Design mdu_issue_ctrl, sky130hd; sources not shown.
Fig. 1: placed cells, one colour a class
Fill, decap, tap and diode cells in grey.
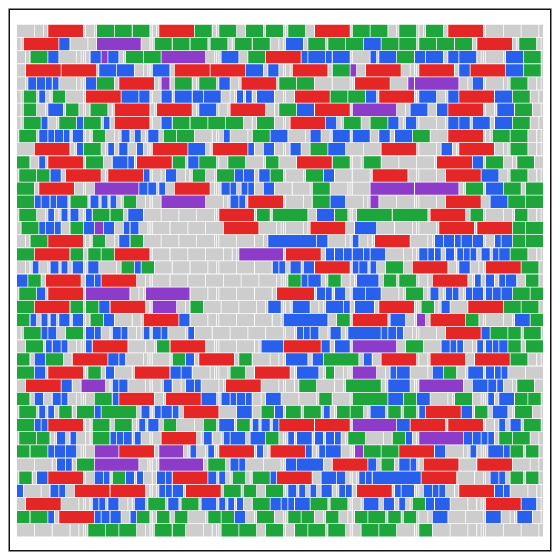
class	colour	cells	share of their area
flops	red	116	30%
clock drivers and dummy loads	purple	30	6.8%
other buffers and delay cells	green	264	31%
combinational and other logic	blue	424	32%
Final Util: 0.692
num rows: 39

Fig. 2: cell outlines without signal wires
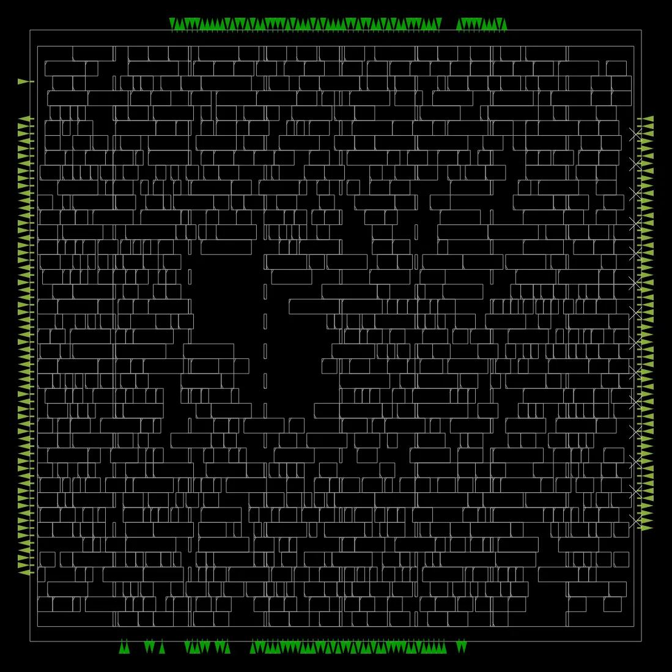
Final Non-Filler Cells: 977
fillers: 925

Fig. 3: nets reached from selected ports
Scale bar: 20 um.
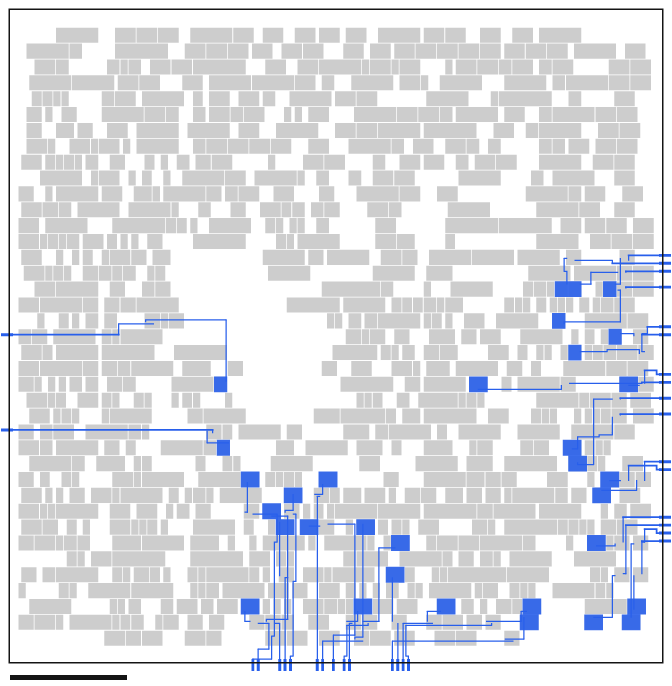
port	colour	direction	end cells	buffers	wire
mdu_b	blue	output	32	32	725 um
IO Pins: 237
PortBufs: 236

Fig. 4: wire density map
22 x 22 tiles, from dark blue (low) to red (high), scaled to the fullest tile. Values are wire area over tile area, all layers added.
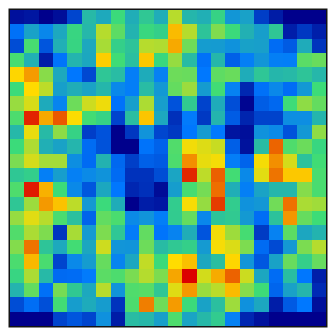
emptiest ninth of the die	upper right
tiles over half the peak	35%
mean over tiles	0.19
nearly empty tiles	3.3%
fullest tile	0.45
final WL: 14400 um
drt wl/cell: 14.7 um
Total GRT Usage: 0.233
via count: 4803

==> out/results.txt <==
total grt overflow = 0
most frequent logic cells in the routed design = 157 x clkdlybuf4s50_1, 145 x nand2_1, 114 x dfxtp_1
number of enable flip-flop cells = 0
global-route wire length before repair = 23000 um
largest net degree at the start of global routing = 40
Logic cell area = 2480 um^2
fmax = 438 MHz
Largest cells by area = dfxtp_1 47%, nand2_1 11%, nor2b_1 9.4%
vias in the first global route = 4885
tool warning count = 31
die x size = 112 um
Commonest Layout Cell = clkdlybuf4s50_1
Power Total = 0.00474 W
kind of critical path = flop to output pin
Reg clk slew, reported paths = 0.06 ns
clock sinks = 116
Hold Path Depth = 2
WP depth = 5
CTS tree = yes
Dominant combinational family = simple AND/OR/NAND/NOR gates
outcome = finished, violations left
Late-Pin Clk Latency = 0.41 ns
CTS max path bufs = 2
CTS root buf = clkbuf_16
CP top delay family = buffers and inverters
Slew Limit Fails = 0
Syn Area/Cell = 8.49 um^2
top_reg_cell synth = dfxtp_1
layout cells sized above 1 = 0.239
Synth mux share = 0.0750
1st-pass router iterations = 8
Required @ worst endpoint = 1.90 ns
Num CTS Buffers = 17
HP Class = primary input to flop
CTS H-tree lvls = 4
Max Cap Violations = 0
Fin. Hold Viols = 0
DIE HEIGHT = 112 um
arrival time at the worst endpoint = 1.68 ns
Power Dens Cells = 592 nW/um^2
top cell type's share of synthesized area = 0.470
pre-CTS WS = -0.112 ns
Critical Path Sink Type = output pin
yosys stat cell total = 582
Final min period = 2.28 ns
Initial DRC Count = 223
DPL Wire Length = 10800 um
Synth Register Bits = 116
Yosys chip area = 4940 um^2
static leakage = 3.01 nW
final setup vio count = 0
drc violations = 14
initial antenna violation count = 0
xor/xnor share = 0.00355
Placed Cells = 945
Final Cell Area = 8000 um^2
crit-path max cell delay = 0.37 ns
violated checks = DRC
Least-Margin Pin Slew = 0.546 ns
ys async rst share = 0
number of vias per cell = 4.92
Slowest-stage cell, CP = dfxtp_2
crit path buf inv count = 3
Ys Warns = 0
Compound Share, Synth = 0.101
Syn Inst Count = 582
fin crit share = 0.913
synthesized area = 4940 um^2
worst reg-to-reg setup slack = 0.22 ns
WHS = 0.288 ns
Flop area = 2320 um^2
CP Launch Type = flop
FF-to-FF path depth = 8
GP Congestion = 0.788
Synthesized Nets = 704
and+or+nand+nor area frac = 0.286
P&R area growth vs syn = 62.0%
Synth area leader = dfxtp_1
Synth cell types = 40
final worst slack = 0.216 ns
adder share = 0.0152
Critical Path, Cell by Cell = inv_1, ha_4, buf_12, nor2b_1, buf_4
Final ANT Viol Nets = 0
post-synthesis sequential area ratio = 0.470
slew margin rel. = 0.635
die area = 12500 um^2
unrepaired setup endpoints after global routing = false
Max FO, Critical Path = 33
Final #Nets = 945
# diodes = 0
Peak VDD IR = 0.444 mV
FP Util = 0.427
dpl cell area = 7430 um^2
core footprint = 11600 um^2
-- area by class of cell --
cell class	instances	area share
clock buffers	25	0.0632
clock inverters	5	0.00313
inverters	6	0.00281
multi-input cells	418	0.310
flip-flops and latches	116	0.290
well taps	143	0.0224
repair buffers	264	0.308
-- cell usage after synthesis (2+ instances only) --
cell	number
nor2_2	30
or3_1	2
inv_1	6
o22ai_1	2
dfxtp_1	116
buf_4	2
nor3_1	5
nor2_1	11
nor4_1	7
a21oi_1	73
buf_2	8
mux2i_1	37
nand2_1	145
ha_1	6
nor2b_1	74
buf_6	6
clkbuf_1	25
nand3_1	2
a22oi_1	4
-- through the flow --
| stage | TNS, ns | utilization |
|---|---|---|
| after floorplan | 0 | - |
| final | 0 | 0.692 |
| after CTS | 0 | 0.692 |
| after global placement | -5.15 | 0.643 |
| after detailed placement | -5.30 | 0.643 |
| after global routing | 0 | 0.692 |
-- report_power, final --
group	switching, W	total, W	internal, W
Combinational	0.000317	0.000636	0.000319
Sequential	0.0000321	0.00195	0.00192
Clock	0.000782	0.00216	0.00137
-- repair_timing --
item                                   in CTS  in global routing
hold buffers                                0                  0
setup endpoints to repair                  42                  0
endpoints found under the hold margin       0                  0
resized                                     5                  0
setup buffers                               2                  0
-- metal layers --
layer | vias up | track usage | share of wire
met5 | - | 0 | 0
met4 | 0 | 0.0982 | 0.021
met3 | 20 | 0.0702 | 0.073
met2 | 162 | 0.420 | 0.51
met1 | 2242 | 0.254 | 0.40
li1 | 2379 | - | -
-- cell families (layout without fill, tap and decap cells) --
family / Yosys count / after routing
adder cells (fa/ha/maj): 6 / 6
XOR/XNOR: 2 / 2
multiplexers: 37 / 37
AND-OR/OR-AND: 87 / 87
buffers and inverters: 48 / 300
flip-flops: 116 / 116
AND/OR/NAND/NOR: 286 / 286
No activity file was given, so power comes from the tool's default toggle rates.
